===== config.mk =====
export PLATFORM = sky130hd
export DESIGN_NAME = timer_irq_ctrl
export DESIGN_NICKNAME = d
export VERILOG_FILES = /design/src/rtl/timer_irq_ctrl.sv
export SDC_FILE = /design/constraint.sdc
export NUM_CORES = 1
export LEC_CHECK = 0
export CORE_MARGIN = 2
export CORE_UTILIZATION = 31
export DETAILED_ROUTE_END_ITERATION = 6
export HOLD_SLACK_MARGIN = 0.1
export PLACE_DENSITY = 0.85
export SYNTH_ARGS = -nofsm -noshare
export SYNTH_HDL_FRONTEND = slang
export SYNTH_SLANG_ARGS = --single-unit

===== constraint.sdc =====
create_clock -name clk -period 1.6 [get_ports clk]
set_input_delay 0.32 -clock clk [delete_from_list [all_inputs] [get_ports clk]]
set_output_delay 0.32 -clock clk [all_outputs]
set_load 0.03 [all_outputs]

===== src/rtl/timer_irq_ctrl.sv =====
// timer_irq_ctrl
//   Interrupt aggregation stage for the SoC timers. Each timer match level is
//   edge-detected into a sticky pending flag (IPR). A per-source enable mask
//   (IER) gates the pending flags onto a single level interrupt. A second
//   event on a source that is already pending records an overrun (OVR).
//   Software accesses the block through a zero-wait peripheral bus slave.
//
// Ports
//   clk     : system clock, all state changes on the rising edge
//   rst     : synchronous active-high reset
//   src_i   : timer match levels, one bit per source
//   req     : bus request
//   we      : bus write enable
//   be      : bus byte enables
//   addr    : byte offset within the 4 KiB window
//   wdata   : bus write data
//   gnt     : bus grant, always equal to req
//   rvalid  : response valid, one cycle after every granted access
//   rdata   : registered read data, 0 after writes
//   irq     : level interrupt to the core
//   irq_id  : lowest-numbered enabled pending source, 0 when irq is low
//
// Register map
//   0x000 IER  RW    per-source enable
//   0x004 IPR  RW1C  pending flags
//   0x008 OVR  RW1C  overrun flags
//   0x00C IDR  RO    bit31 = irq, bits[3:0] = irq_id

module timer_irq_ctrl #(
  parameter int SOURCES = 4
) (
  input  logic               clk,
  input  logic               rst,
  input  logic [SOURCES-1:0] src_i,
  input  logic               req,
  input  logic               we,
  input  logic [3:0]         be,
  input  logic [11:0]        addr,
  input  logic [31:0]        wdata,
  output logic               gnt,
  output logic               rvalid,
  output logic [31:0]        rdata,
  output logic               irq,
  output logic [3:0]         irq_id
);

  localparam logic [11:0] ADDR_IER = 12'h000;
  localparam logic [11:0] ADDR_IPR = 12'h004;
  localparam logic [11:0] ADDR_OVR = 12'h008;
  localparam logic [11:0] ADDR_IDR = 12'h00C;

  logic [SOURCES-1:0] ier;
  logic [SOURCES-1:0] ipr;
  logic [SOURCES-1:0] ovr;
  logic [SOURCES-1:0] src_q;

  logic [SOURCES-1:0] events;
  logic [SOURCES-1:0] active;
  logic [31:0]        byte_mask;
  logic [31:0]        wbits;
  logic [SOURCES-1:0] wsrc;
  logic [SOURCES-1:0] wmask;
  logic               wr_ier;
  logic               wr_ipr;
  logic               wr_ovr;
  logic               rd_en;
  logic [31:0]        rd_val;
  logic               unused_wbits;

  assign gnt = req;

  // Rising edge of a match level; a level held high only fires once.
  assign events = src_i & ~src_q;

  // Byte enables gate write data per lane; only the low SOURCES bits land
  // in the registers, everything above is silently dropped.
  assign byte_mask    = {{8{be[3]}}, {8{be[2]}}, {8{be[1]}}, {8{be[0]}}};
  assign wbits        = wdata & byte_mask;
  assign wsrc         = wbits[SOURCES-1:0];
  assign wmask        = byte_mask[SOURCES-1:0];
  assign unused_wbits = ^wbits;

  assign wr_ier = req & we & (addr == ADDR_IER);
  assign wr_ipr = req & we & (addr == ADDR_IPR);
  assign wr_ovr = req & we & (addr == ADDR_OVR);
  assign rd_en  = req & ~we;

  // Interrupt outputs depend only on registered state. The loop walks from
  // the top down so the lowest active index is the last one written.
  assign active = ipr & ier;
  assign irq    = |active;

  always_comb begin
    irq_id = '0;
    for (int k = SOURCES - 1; k >= 0; k--) begin
      if (active[k]) irq_id = 4'(k);
    end
  end

  // Read mux uses current register values, so a read always sees the state
  // before any write landing on the same edge.
  always_comb begin
    rd_val = '0;
    case (addr)
      ADDR_IER: rd_val[SOURCES-1:0] = ier;
      ADDR_IPR: rd_val[SOURCES-1:0] = ipr;
      ADDR_OVR: rd_val[SOURCES-1:0] = ovr;
      ADDR_IDR: rd_val = {irq, 27'd0, irq_id};
      default:  rd_val = '0;
    endcase
  end

  // Register state. Sets are OR-ed in after the W1C clear so that an event
  // beats a simultaneous clear. Overrun looks at the pre-clear IPR, so a
  // clear racing a repeated event still records the overrun.
  always_ff @(posedge clk) begin
    if (rst) begin
      ier   <= '0;
      ipr   <= '0;
      ovr   <= '0;
      src_q <= '0;
    end else begin
      src_q <= src_i;
      if (wr_ier) ier <= (ier & ~wmask) | wsrc;
      ipr <= (ipr & ~(wr_ipr ? wsrc : '0)) | events;
      ovr <= (ovr & ~(wr_ovr ? wsrc : '0)) | (events & ipr);
    end
  end

  // Bus response: every granted access yields rvalid the next cycle. Reads
  // capture the mux output, writes return 0, idle cycles hold the last data.
  always_ff @(posedge clk) begin
    if (rst) begin
      rvalid <= 1'b0;
      rdata  <= '0;
    end else begin
      rvalid <= req;
      if (rd_en)          rdata <= rd_val;
      else if (req && we) rdata <= '0;
    end
  end

endmodule


==> run_1/pinout.png <==
Scale: 4 px per um. Pins as bars across the die edge, other pins in grey.
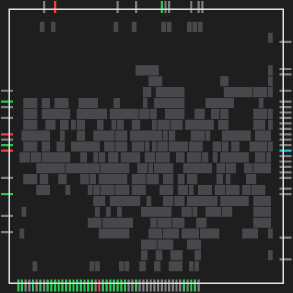
Key: gnt = cyan [pins 1, direction output, edge right]; wdata = green [pins 32, direction input, edge 28 bottom, 3 left, 1 top]; irq_id = red [pins 4, direction output, edge 2 left, 1 top, 1 bottom]
tally of buffers added on design ports: 34
die span in y: 68.1 um
chip width: 68.1 um

==> run_1/port_trees.png <==
Scale: 6 px per um.
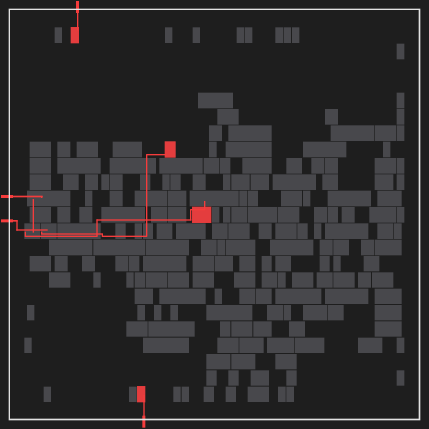
Key: irq_id = red [bits 4, direction output, end cells 4, wire 95.5 um]
I/O pin total: 95

==> run_1/ff_map.png <==
Scale: 4 px per um. Other sequential cells in the stronger grey, the rest of the logic in the fainter grey.
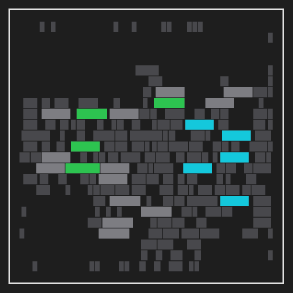
Key: ipr = green [sequential cells 4]; rdata = cyan [sequential cells 5, where right middle]
Another 13 sequential cells are not coloured.
FF+latch area: 452 sq um
utilization after layout: 44.6%

==> run_1/congestion_map.png <==
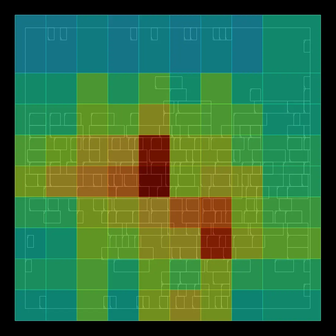
Global Route Usage Sum: 13.1%
Global Route met1 Usage: 17.0%
post-detailed-route wirelength per cell: 12.9 um
GRT met3 Usage: 3.62%
most heavily used metal layer in global routing: met2

==> flow_summary.html, run 1 <==
<h3>Run summary</h3>
<table>
<tr><th>Metric</th><th>Value</th></tr>
<tr><th colspan="2">Setup path</th></tr>
<tr><td>Worst R2R Start</td><td>ipr[1]$_SDFF_PP0_</td></tr>
<tr><td>Number of cells traversed by the worst register-to-register path</td><td>4</td></tr>
<tr><td>Worst endpoint data arrival time</td><td>1270 ps</td></tr>
<tr><td>Endpoint of the lowest-slack register-to-register path</td><td>rdata[1]$_SDFFE_PP0P_</td></tr>
<tr><td>Worst setup path endpoint</td><td>irq_id[0]</td></tr>
<tr><td>Buffer-and-inverter tally for the worst setup path</td><td>1</td></tr>
<tr><td>Top delay family on crit path</td><td>AND-OR/OR-AND gates</td></tr>
<tr><td>Slowest-stage cell, CP</td><td>sky130_fd_sc_hd__dfxtp_4</td></tr>
<tr><td>Nature of the critical path endpoint</td><td>output pin</td></tr>
<tr><td>Slowest cell delay on critical path</td><td>350 ps</td></tr>
<tr><td>Worst endpoint required time</td><td>between 1000 and 1500 ps</td></tr>
<tr><td>Crit Path Max Fanout</td><td>3</td></tr>
<tr><th colspan="2">Drt</th></tr>
<tr><td>Total via count in the routed design</td><td>around 1100</td></tr>
<tr><td>Wire length on met1</td><td>~1400 um</td></tr>
<tr><td>Starting DRT DRC Count</td><td>57</td></tr>
<tr><td>Count of antenna-violating nets left after detailed routing</td><td>0</td></tr>
<tr><td>Avg Vias per Cell</td><td>roughly 4.6</td></tr>
<tr><td>Router iterations before antenna repair</td><td>4</td></tr>
<tr><td>Post-Route WL</td><td>3150 um</td></tr>
<tr><td>Metal2 WL</td><td>approximately 1500 um</td></tr>
<tr><td>Routed met3 length</td><td>slightly below 200 um</td></tr>
<tr><th colspan="2">Floorplanning</th></tr>
<tr><td>Die footprint</td><td>between 4000 and 5000 sq um</td></tr>
<tr><td>Rows</td><td>23</td></tr>
<tr><td>Floorplan utilization</td><td>around a third</td></tr>
<tr><td>Area of the core region</td><td>between 3000 and 4000 sq um</td></tr>
<tr><th colspan="2">Power</th></tr>
<tr><td>PnR Total Power</td><td>1240 uW</td></tr>
<tr><td>Leakage</td><td>0.000833 uW</td></tr>
<tr><td>PwrDens</td><td>between 600 and 700 nW/um^2</td></tr>
<tr><th colspan="2">Clocking</th></tr>
<tr><td>Number of H-tree branching levels</td><td>1</td></tr>
<tr><td>Post-CTS Setup Inserts</td><td>0</td></tr>
<tr><td>Clock Latency Late Sink</td><td>~260 ps</td></tr>
<tr><td>Maximum buffer depth of the clock tree</td><td>2</td></tr>
<tr><td>Clock root buffer</td><td>sky130_fd_sc_hd__clkbuf_8</td></tr>
<tr><td>Clock sink count</td><td>22</td></tr>
<tr><td>CTS tree</td><td>yes</td></tr>
<tr><td>Number of buffers added by the clock tree synthesis step</td><td>3</td></tr>
<tr><td>Post_cts resized</td><td>30</td></tr>
<tr><th colspan="2">Placement</th></tr>
<tr><td>Final weighted congestion of routability-driven global placement</td><td>0.871</td></tr>
<tr><td>Setup slack after placement</td><td>-504 ps</td></tr>
<tr><td>Placed instance count</td><td>roughly 240</td></tr>
<tr><th colspan="2">Logic synthesis</th></tr>
<tr><td>Compound Share, Synth</td><td>between 15 and 20%</td></tr>
<tr><td>Warnings, synthesis</td><td>0</td></tr>
<tr><td>Cell types with the largest area share after synthesis</td><td>sky130_fd_sc_hd__dfxtp_1 35%, sky130_fd_sc_hd__buf_4 18%, sky130_fd_sc_hd__nor2b_1 5.9%</td></tr>
<tr><td>Leading register cell type out of synthesis</td><td>sky130_fd_sc_hd__dfxtp_1</td></tr>
<tr><td>Ys cells</td><td>between 100 and 150</td></tr>
<tr><td>Cell taking the most area after synthesis</td><td>sky130_fd_sc_hd__dfxtp_1</td></tr>
<tr><td>Total standard cell area after synthesis</td><td>between 1000 and 1500 sq um</td></tr>
<tr><td>Xor/xnor share of the synthesized area</td><td>0%</td></tr>
<tr><td>Synth Area in Simple Gates</td><td>~21%</td></tr>
<tr><td>Async S/R FF share, synth</td><td>0%</td></tr>
<tr><td>Post-synth top area share</td><td>34.5%</td></tr>
<tr><td>Post-synthesis register bit count</td><td>22</td></tr>
<tr><td>Post-synthesis sequential area ratio</td><td>between 30% and 40%</td></tr>
<tr><th colspan="2">Finish</th></tr>
<tr><td>Dominant logic cell type in the layout</td><td>sky130_fd_sc_hd__conb_1</td></tr>
<tr><td>Design area</td><td>roughly 1800 sq um</td></tr>
<tr><td>Post-route non-filler standard cell count</td><td>about 240</td></tr>
<tr><td>Layout cell share with drive strength beyond 1</td><td>around 29%</td></tr>
<tr><td>Diodes inserted</td><td>0</td></tr>
<tr><th colspan="2">Global routing</th></tr>
<tr><td>First-pass GRT wire length</td><td>4560 um</td></tr>
<tr><td>Total global routing overflow</td><td>0</td></tr>
<tr><td>Met2 Use GR</td><td>21.6%</td></tr>
<tr><td>Vias in the first global route</td><td>slightly below 1000</td></tr>
<tr><td>Maximum number of pins on one net before global-route repair</td><td>13</td></tr>
<tr><th colspan="2">Final timing</th></tr>
<tr><td>Max Transition Viols Final</td><td>0</td></tr>
<tr><td>Period minus WS final</td><td>~1600 ps</td></tr>
<tr><td>RSZ-0062 raised after global routing</td><td>yes</td></tr>
<tr><td>Maximum clock frequency</td><td>between 0.6 and 0.7 GHz</td></tr>
<tr><td>Fin crit share</td><td>just under 100%</td></tr>
<tr><td>Hold Vio Cnt, Final</td><td>0</td></tr>
<tr><td>Number of setup violations in the final report</td><td>0</td></tr>
<tr><th colspan="2">Min path</th></tr>
<tr><td>Hold/Removal Path Class</td><td>flip-flop to flip-flop</td></tr>
<tr><td>Hold path depth</td><td>2</td></tr>
<tr><td>Start point of the worst min-delay path</td><td>rdata[31]$_SDFFE_PP0P_</td></tr>
<tr><th colspan="2">Status</th></tr>
<tr><td>Status</td><td>finished, final reports clean</td></tr>
<tr><th colspan="2">Job</th></tr>
<tr><td>Max-cap violation count</td><td>0</td></tr>
</table>
## run 1: layout make-up
cell class | instances | area, sq um | area share (%)
Tap cell | 50 | 62.6 | 3.53
Inverter | 5 | 18.8 | 1.06
Clock buffer | 4 | 55.1 | 3.11
Sequential cell | 22 | 452 | 25.5
Timing Repair Buffer | 52 | 469 | 26.5
Multi-Input combinational cell | 111 | 716 | 40.4
## run 1: report_power, final
| group | internal [uW] | switching (uW) | total, uW |
|---|---|---|---|
| logic | 94.8 | 169 | 263 |
| clock network | 219 | 171 | 390 |
| registers | 568 | 14.2 | 582 |
## run 1: cells by family (layout without fill, tap and decap cells)
logic type | count (synthesis) | count (layout)
AND-OR/OR-AND | 30 | 30
buffers and inverters | 39 | 61
flip-flops | 22 | 22
multiplexers | 8 | 8
other | 1 | 29
AND/OR/NAND/NOR | 44 | 44
==> run_1/layers.png <==
Scale: 6 px per um.
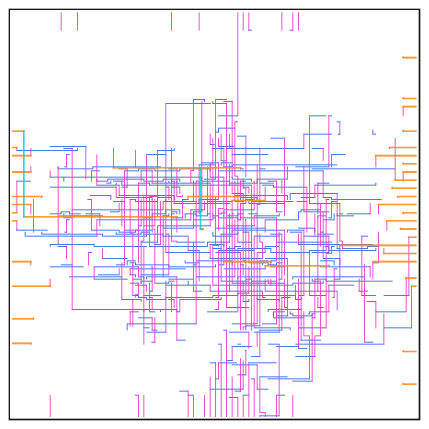

==> inputs of run 2 (changes only) <==
==> constraint.sdc (replaced) <==
create_clock -name clk -period 1.6 [get_ports clk]
set_input_delay 0.48 -clock clk [delete_from_list [all_inputs] [get_ports clk]]
set_output_delay 0.48 -clock clk [all_outputs]
set_load 0.03 [all_outputs]
==> run_2/layers.png <==
Scale: 6 px per um.
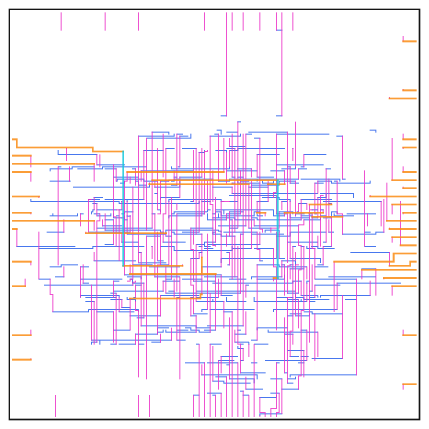
Key: M3 = orange [wire length 291 um]; M1 = blue [wire length 1290 um]; M4 = cyan [wire length 35.4 um]; M2 = magenta [wire length 1650 um]
Post-Route WL: 3260 um
total via count in the routed design: 1172

==> run_2/pinout.png <==
Scale: 4 px per um. Pins as bars across the die edge, other pins in grey.
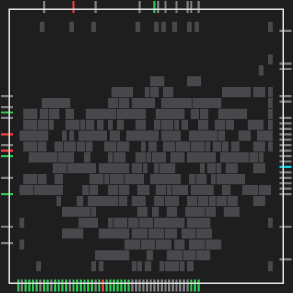

==> run 2 against run 1 <==
  * The run now ends with setup timing left
  * Largest cell class unchanged
  * Synthesized area stayed put
  * Critical path depth is 1 lower
  * Sequential power hardly changed
  * Cell count is 2.0% higher
  * Critical path type unchanged
  * Count of clock-buffer cells in the layout is 1 lower
  * Register-to-register slack worse by 20 ps
  * Flip-flop count stayed put
  * Wire length is 3.5% higher
  * Synthesized cell count stayed put
  * Largest power group unchanged
  * Combinational power is 4% higher
  * Cell area is 3.3% higher
  * Non-clock buffer count is 6 higher
==> flow_summary.html, run 2 <==
<h3>Run summary</h3>
<table>
<tr><th>Metric</th><th>Value</th></tr>
<tr><th colspan="2">Status</th></tr>
<tr><td>Status</td><td>finished with violations</td></tr>
<tr><td>Failing checks</td><td>setup timing</td></tr>
<tr><th colspan="2">Final timing</th></tr>
<tr><td>RSZ-0062 raised after global routing</td><td>yes</td></tr>
<tr><td>Number of setup violations in the final report</td><td>16</td></tr>
<tr><td>Max Transition Viols Final</td><td>0</td></tr>
<tr><td>Maximum clock frequency</td><td>slightly below 0.6 GHz</td></tr>
<tr><td>Fin crit share</td><td>107%</td></tr>
<tr><td>Post-route setup slack</td><td>-110 ps</td></tr>
<tr><th colspan="2">Global routing</th></tr>
<tr><td>Maximum number of pins on one net before global-route repair</td><td>12</td></tr>
<tr><td>GRT met3 Usage</td><td>4.44%</td></tr>
<tr><td>Most heavily used metal layer in global routing</td><td>met2</td></tr>
<tr><td>Global Route met1 Usage</td><td>a little under a fifth</td></tr>
<tr><td>First-pass GRT wire length</td><td>about 5200 um</td></tr>
<tr><td>Total global routing overflow</td><td>0</td></tr>
<tr><th colspan="2">Floorplanning</th></tr>
<tr><td>Die span in y</td><td>around 70 um</td></tr>
<tr><td>Area of the core region</td><td>3970 sq um</td></tr>
<tr><td>Chip width</td><td>a little under 70 um</td></tr>
<tr><th colspan="2">Drt</th></tr>
<tr><td>Starting DRT DRC Count</td><td>44</td></tr>
<tr><td>Wire length on met1</td><td>around 1300 um</td></tr>
<tr><td>Count of antenna-violating nets left after detailed routing</td><td>0</td></tr>
<tr><td>Avg Vias per Cell</td><td>between 4 and 5</td></tr>
<tr><td>Routed met3 length</td><td>slightly below 300 um</td></tr>
<tr><td>Router iterations before antenna repair</td><td>4</td></tr>
<tr><td>Metal2 WL</td><td>1640 um</td></tr>
<tr><th colspan="2">Finish</th></tr>
<tr><td>Diodes inserted</td><td>0</td></tr>
<tr><td>Dominant logic cell type in the layout</td><td>sky130_fd_sc_hd__conb_1</td></tr>
<tr><td>Utilization after layout</td><td>roughly 46%</td></tr>
<tr><td>Design area</td><td>between 1500 and 2000 sq um</td></tr>
<tr><td>Multi-input combinational cell area</td><td>734 sq um</td></tr>
<tr><td>FF+latch area</td><td>about 450 sq um</td></tr>
<tr><td>Post-route non-filler standard cell count</td><td>roughly 250</td></tr>
<tr><th colspan="2">Clocking</th></tr>
<tr><td>Clock Latency Late Sink</td><td>roughly 260 ps</td></tr>
<tr><td>Maximum buffer depth of the clock tree</td><td>2</td></tr>
<tr><td>Clock root buffer</td><td>sky130_fd_sc_hd__clkbuf_8</td></tr>
<tr><td>CTS tree</td><td>yes</td></tr>
<tr><td>Clock sink count</td><td>22</td></tr>
<tr><th colspan="2">Placement</th></tr>
<tr><td>Final weighted congestion of routability-driven global placement</td><td>0.907</td></tr>
<tr><td>Placed instance count</td><td>around 240</td></tr>
<tr><td>Setup slack after placement</td><td>-667 ps</td></tr>
<tr><td>Tally of buffers added on design ports</td><td>34</td></tr>
<tr><th colspan="2">Min path</th></tr>
<tr><td>Hold/Removal Path Class</td><td>flip-flop to flip-flop</td></tr>
<tr><td>Start point of the worst min-delay path</td><td>rdata[31]$_SDFFE_PP0P_</td></tr>
<tr><th colspan="2">Logic synthesis</th></tr>
<tr><td>Async S/R FF share, synth</td><td>0%</td></tr>
<tr><td>Cell types with the largest area share after synthesis</td><td>sky130_fd_sc_hd__dfxtp_1 35%, sky130_fd_sc_hd__buf_4 18%, sky130_fd_sc_hd__nor2b_1 5.9%</td></tr>
<tr><td>Synth Area in Simple Gates</td><td>around 21%</td></tr>
<tr><td>Post-synthesis sequential area ratio</td><td>between 30% and 40%</td></tr>
<tr><td>Total standard cell area after synthesis</td><td>1270 sq um</td></tr>
<tr><td>Post-synth top area share</td><td>between 30% and 40%</td></tr>
<tr><td>Post-synthesis register bit count</td><td>22</td></tr>
<tr><td>Compound Share, Synth</td><td>between 10% and 20%</td></tr>
<tr><td>Cell taking the most area after synthesis</td><td>sky130_fd_sc_hd__dfxtp_1</td></tr>
<tr><td>Xor/xnor share of the synthesized area</td><td>0%</td></tr>
<tr><td>Ys cells</td><td>144</td></tr>
<tr><th colspan="2">Power</th></tr>
<tr><td>PnR Total Power</td><td>1190 uW</td></tr>
<tr><td>Leakage</td><td>approximately 0.0008 uW</td></tr>
<tr><td>PwrDens</td><td>649 nW/um^2</td></tr>
<tr><th colspan="2">Setup path</th></tr>
<tr><td>Worst endpoint data arrival time</td><td>around 1200 ps</td></tr>
<tr><td>Endpoint of the lowest-slack register-to-register path</td><td>rdata[1]$_SDFFE_PP0P_</td></tr>
<tr><td>Worst R2R Start</td><td>ipr[1]$_SDFF_PP0_</td></tr>
<tr><td>Crit Path Max Fanout</td><td>2</td></tr>
<tr><td>Worst endpoint required time</td><td>between 1000 and 1500 ps</td></tr>
<tr><td>Number of cells traversed by the worst register-to-register path</td><td>4</td></tr>
<tr><td>Nature of the critical path endpoint</td><td>output pin</td></tr>
<tr><th colspan="2">Job</th></tr>
<tr><td>Max-cap violation count</td><td>0</td></tr>
</table>
==> run_2/congestion_map.png <==
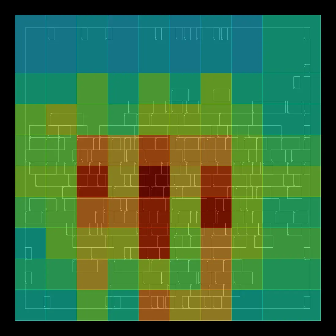
post-detailed-route wirelength per cell: 13.1 um
met2 Use GR: 25.1%

run 2: cell counts after synthesis:
No cell type changed its count.
run 2: repair_timing:
item | CTS | global route
endpoints found under the setup margin | 27 | 17
gates resized | 64 | 11
pin swaps | 14 | 14
buffers inserted | 8 | 1
run 2: critical path: stages, from the launching register on:
cell	delay, ps
sky130_fd_sc_hd__dfxtp_2	330
sky130_fd_sc_hd__a22o_1	240
sky130_fd_sc_hd__nand3b_1	220
sky130_fd_sc_hd__buf_6	180
run 2: where the power goes:
group	total (uW)	switching (uW)	internal, uW
clock network	336	168	168
registers	580	13.5	567
logic	273	172	100
run 2: final cells by class:
cell class                 count  share of cell area (%)
multi-input combinational    111                    40.1
timing repair buffer          58                    28.6
sequential                    22                    24.7
tap                           50                    3.42
clock buffer                   3                    2.25
inverter                       5                    1.02
==> inputs of run 3 (changes only) <==
- SLEW_MARGIN: not set -> 20
==> run_3/ff_map.png <==
Scale: 4 px per um. Other sequential cells in the stronger grey, the rest of the logic in the fainter grey.
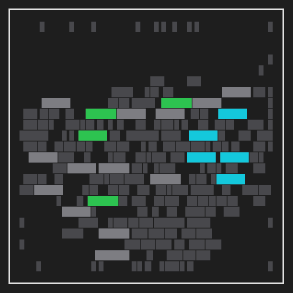
power in sequential cells: 580 uW
fraction of area in registers: 24.7%

==> run_3/pinout.png <==
Scale: 4 px per um. Pins as bars across the die edge, other pins in grey.
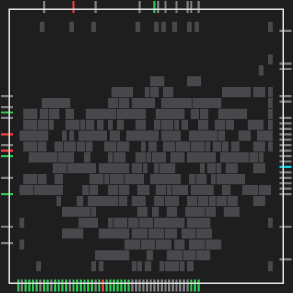

==> run_3/layers.png <==
Scale: 6 px per um.
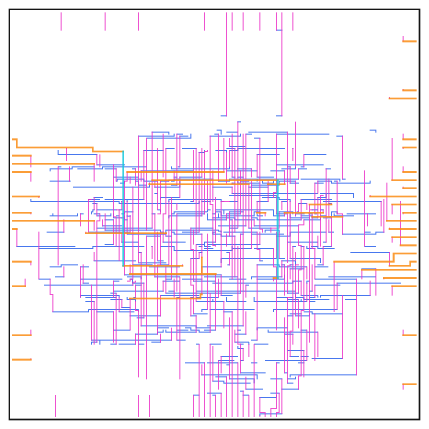
Global Route Usage Sum: 15.0%

==> run 3 against run 2 <==
  * The run still ends with setup timing left
  * Maximum frequency stayed put
  * Cell area stayed put
  * Register-to-register slack hardly changed
  * Highest routed layer unchanged
  * Wire length stayed put
  * Largest power group unchanged
  * Cell count stayed put
  * Clock skew stayed put
  * Flip-flop count stayed put
==> flow_summary.html, run 3 <==
<h3>Run summary</h3>
<table>
<tr><th>Metric</th><th>Value</th></tr>
<tr><th colspan="2">Min path</th></tr>
<tr><td>Start point of the worst min-delay path</td><td>rdata[31]$_SDFFE_PP0P_</td></tr>
<tr><td>Worst Hold End</td><td>rdata[31]$_SDFFE_PP0P_</td></tr>
<tr><td>Hold/Removal Path Class</td><td>flip-flop to flip-flop</td></tr>
<tr><td>Hold path depth</td><td>2</td></tr>
<tr><th colspan="2">Finish</th></tr>
<tr><td>Layout cell share with drive strength beyond 1</td><td>around 33%</td></tr>
<tr><td>Dominant logic cell type in the layout</td><td>sky130_fd_sc_hd__conb_1</td></tr>
<tr><td>Top logic cells by instance count in the layout</td><td>29 x sky130_fd_sc_hd__conb_1, 21 x sky130_fd_sc_hd__buf_4, 15 x sky130_fd_sc_hd__dfxtp_1</td></tr>
<tr><td>Number of nets in the layout</td><td>~260</td></tr>
<tr><td>Post-route non-filler standard cell count</td><td>approximately 250</td></tr>
<tr><td>Area growth from synthesis to layout</td><td>43.7%</td></tr>
<tr><td>Design area</td><td>1830 sq um</td></tr>
<tr><td>Diodes inserted</td><td>0</td></tr>
<tr><td>Utilization after layout</td><td>a little under half</td></tr>
<tr><th colspan="2">Floorplanning</th></tr>
<tr><td>Chip width</td><td>~70 um</td></tr>
<tr><td>Area of the core region</td><td>slightly below 4000 sq um</td></tr>
<tr><td>Floorplan utilization</td><td>between 30% and 40%</td></tr>
<tr><td>Die span in y</td><td>about 70 um</td></tr>
<tr><td>Die footprint</td><td>around 4600 sq um</td></tr>
<tr><td>I/O pin total</td><td>between 90 and 100</td></tr>
<tr><td>Rows</td><td>23</td></tr>
<tr><th colspan="2">Drt</th></tr>
<tr><td>Post-Route WL</td><td>roughly 3300 um</td></tr>
<tr><td>Drt drc</td><td>0</td></tr>
<tr><td>Router iterations before antenna repair</td><td>4</td></tr>
<tr><td>Total via count in the routed design</td><td>1172</td></tr>
<tr><td>Avg Vias per Cell</td><td>4.71</td></tr>
<tr><td>Count of antenna-violating nets left after detailed routing</td><td>0</td></tr>
<tr><td>Starting DRT DRC Count</td><td>~44</td></tr>
<tr><td>Post-detailed-route wirelength per cell</td><td>between 10 and 15 um</td></tr>
<tr><th colspan="2">Setup path</th></tr>
<tr><td>Top delay family on crit path</td><td>flip-flops</td></tr>
<tr><td>Worst endpoint required time</td><td>around 1100 ps</td></tr>
<tr><td>Number of cells traversed by the worst register-to-register path</td><td>4</td></tr>
<tr><td>Crit Path Max Fanout</td><td>2</td></tr>
<tr><td>Chain of cells forming the critical path</td><td>a22o_1 -&gt; nand3b_1 -&gt; buf_6</td></tr>
<tr><td>Number of logic stages on the critical path including buffering</td><td>3</td></tr>
<tr><td>Slowest-stage cell, CP</td><td>sky130_fd_sc_hd__dfxtp_2</td></tr>
<tr><td>Worst endpoint data arrival time</td><td>between 1000 and 1500 ps</td></tr>
<tr><td>Setup slack of the worst register-to-register path</td><td>between 100 and 150 ps</td></tr>
<tr><td>Slowest cell delay on critical path</td><td>approximately 330 ps</td></tr>
<tr><td>Endpoint of the lowest-slack register-to-register path</td><td>rdata[1]$_SDFFE_PP0P_</td></tr>
<tr><td>Worst setup path endpoint</td><td>irq</td></tr>
<tr><td>Class of the most critical setup path</td><td>flip-flop to output pin</td></tr>
<tr><td>Worst R2R Start</td><td>ipr[1]$_SDFF_PP0_</td></tr>
<tr><td>Buffer-and-inverter tally for the worst setup path</td><td>1</td></tr>
<tr><td>Worst Setup Start Kind</td><td>flip-flop</td></tr>
<tr><td>Nature of the critical path endpoint</td><td>output pin</td></tr>
<tr><th colspan="2">Logic synthesis</th></tr>
<tr><td>Total standard cell area after synthesis</td><td>~1300 sq um</td></tr>
<tr><td>Post-synthesis register bit count</td><td>22</td></tr>
<tr><td>Flip-flops with a built-in enable</td><td>0</td></tr>
<tr><td>Post-Synthesis Cells</td><td>144</td></tr>
<tr><td>Yosys top cell by instances</td><td>sky130_fd_sc_hd__buf_4</td></tr>
<tr><td>Leading register cell type out of synthesis</td><td>sky130_fd_sc_hd__dfxtp_1</td></tr>
<tr><td>Warnings, synthesis</td><td>0</td></tr>
<tr><td>Number of different library cells in the post-synthesis netlist</td><td>33</td></tr>
<tr><td>Xor/xnor share of the synthesized area</td><td>0%</td></tr>
<tr><td>Adder-Cell Fraction of Synth Area</td><td>0%</td></tr>
<tr><td>Synthesized area per cell</td><td>between 8 and 9 sq um</td></tr>
<tr><td>Post-synth top area share</td><td>around 35%</td></tr>
<tr><td>Cell taking the most area after synthesis</td><td>sky130_fd_sc_hd__dfxtp_1</td></tr>
<tr><td>Largest family of logic cells by area</td><td>simple AND/OR/NAND/NOR gates</td></tr>
<tr><td>Post-synthesis sequential area ratio</td><td>approximately a third</td></tr>
<tr><td>Synth Area in Simple Gates</td><td>21.5%</td></tr>
<tr><td>Synthesized chip area reported by yosys</td><td>about 1300 sq um</td></tr>
<tr><td>Ys cells</td><td>around 140</td></tr>
<tr><td>Cell types with the largest area share after synthesis</td><td>sky130_fd_sc_hd__dfxtp_1 35%, sky130_fd_sc_hd__buf_4 18%, sky130_fd_sc_hd__nor2b_1 5.9%</td></tr>
<tr><td>Multiplexer share</td><td>7.26%</td></tr>
<tr><td>Compound Share, Synth</td><td>around 16%</td></tr>
<tr><td>Most frequent cells after synthesis</td><td>31 x sky130_fd_sc_hd__buf_4, 22 x sky130_fd_sc_hd__dfxtp_1, 12 x sky130_fd_sc_hd__nor2b_1, 9 x sky130_fd_sc_hd__a21oi_1, 9 x sky130_fd_sc_hd__nand2_1</td></tr>
<tr><td>Async S/R FF share, synth</td><td>0%</td></tr>
<tr><th colspan="2">Power</th></tr>
<tr><td>Highest ir drop seen on vdd</td><td>roughly 420 uV</td></tr>
<tr><td>PnR Total Power</td><td>about 1200 uW</td></tr>
<tr><td>PwrDens</td><td>649 nW/um^2</td></tr>
<tr><td>Leakage</td><td>between 0.0008 and 0.0009 uW</td></tr>
<tr><th colspan="2">Clocking</th></tr>
<tr><td>CTS tree</td><td>yes</td></tr>
<tr><td>Clock sink count</td><td>22</td></tr>
<tr><td>Number of buffers added by the clock tree synthesis step</td><td>3</td></tr>
<tr><td>Maximum buffer depth of the clock tree</td><td>2</td></tr>
<tr><td>Hold_buf cts</td><td>0</td></tr>
<tr><td>Clock transition at the registers of the reported paths</td><td>roughly 70 ps</td></tr>
<tr><td>Number of H-tree branching levels</td><td>1</td></tr>
<tr><td>Clock root buffer</td><td>sky130_fd_sc_hd__clkbuf_8</td></tr>
<tr><td>Clock Latency Late Sink</td><td>~260 ps</td></tr>
<tr><th colspan="2">Placement</th></tr>
<tr><td>Placement-stage cell area</td><td>around 1700 sq um</td></tr>
<tr><td>Final weighted congestion of routability-driven global placement</td><td>0.907</td></tr>
<tr><td>Placed instance count</td><td>around 240</td></tr>
<tr><td>Setup slack after placement</td><td>-667 ps</td></tr>
<tr><td>Final HPWL DP</td><td>about 2200 um</td></tr>
<tr><td>Tally of buffers added on design ports</td><td>34</td></tr>
<tr><th colspan="2">Final timing</th></tr>
<tr><td>Fin crit share</td><td>107%</td></tr>
<tr><td>Worst Clk Skew</td><td>2.57 ps</td></tr>
<tr><td>Hold Vio Cnt, Final</td><td>0</td></tr>
<tr><td>RSZ-0062 raised after global routing</td><td>yes</td></tr>
<tr><td>Post-route setup slack</td><td>-110 ps</td></tr>
<tr><td>Max Transition Viols Final</td><td>0</td></tr>
<tr><td>Maximum clock frequency</td><td>between 0.5 and 0.6 GHz</td></tr>
<tr><td>Number of setup violations in the final report</td><td>16</td></tr>
<tr><td>Total negative setup slack</td><td>-634 ps</td></tr>
<tr><td>Period minus WS final</td><td>roughly 1700 ps</td></tr>
<tr><td>Fin Hold WS</td><td>between 400 and 500 ps</td></tr>
<tr><th colspan="2">Global routing</th></tr>
<tr><td>Vias in the first global route</td><td>roughly 1100</td></tr>
<tr><td>First-pass GRT wire length</td><td>approximately 5200 um</td></tr>
<tr><td>Total global routing overflow</td><td>0</td></tr>
<tr><td>Maximum number of pins on one net before global-route repair</td><td>12</td></tr>
<tr><td>Initial antenna violation count</td><td>0</td></tr>
<tr><th colspan="2">Job</th></tr>
<tr><td>Max-cap violation count</td><td>0</td></tr>
<tr><td>Total number of warnings across the stage logs</td><td>~60</td></tr>
<tr><th colspan="2">Status</th></tr>
<tr><td>Failing checks</td><td>setup timing</td></tr>
<tr><td>Status</td><td>finished with violations</td></tr>
</table>
[run 3: routing by layer]
metal,GRT usage (%),wire length [um],up-vias
li1,-,-,561
met3,4.44,291,4
met4,5.25,35,0
met2,25.1,1640,59
met1,18.2,1290,548
met5,0,0,-
[run 3: layout make-up]
class / instances / area [sq um]
Clock buffer: 3 / 41.3
Fill cell: 388 / 2140
Inverter: 5 / 18.8
Multi-Input combinational cell: 111 / 734
Sequential cell: 22 / 452
Tap cell: 50 / 62.6
Timing Repair Buffer: 58 / 523
[run 3: what timing repair did]
action | CTS | global route
endpoints found under the setup margin | 27 | 17
gates resized | 64 | 11
setup buffers | 8 | 1
pin swaps | 14 | 14
[run 3: where the power goes]
part / internal (uW) / switching (uW)
logic: 100 / 172
registers: 567 / 13.5
clock network: 168 / 168
total: 835 / 353
No activity file was given, so power comes from the tool's default toggle rates.
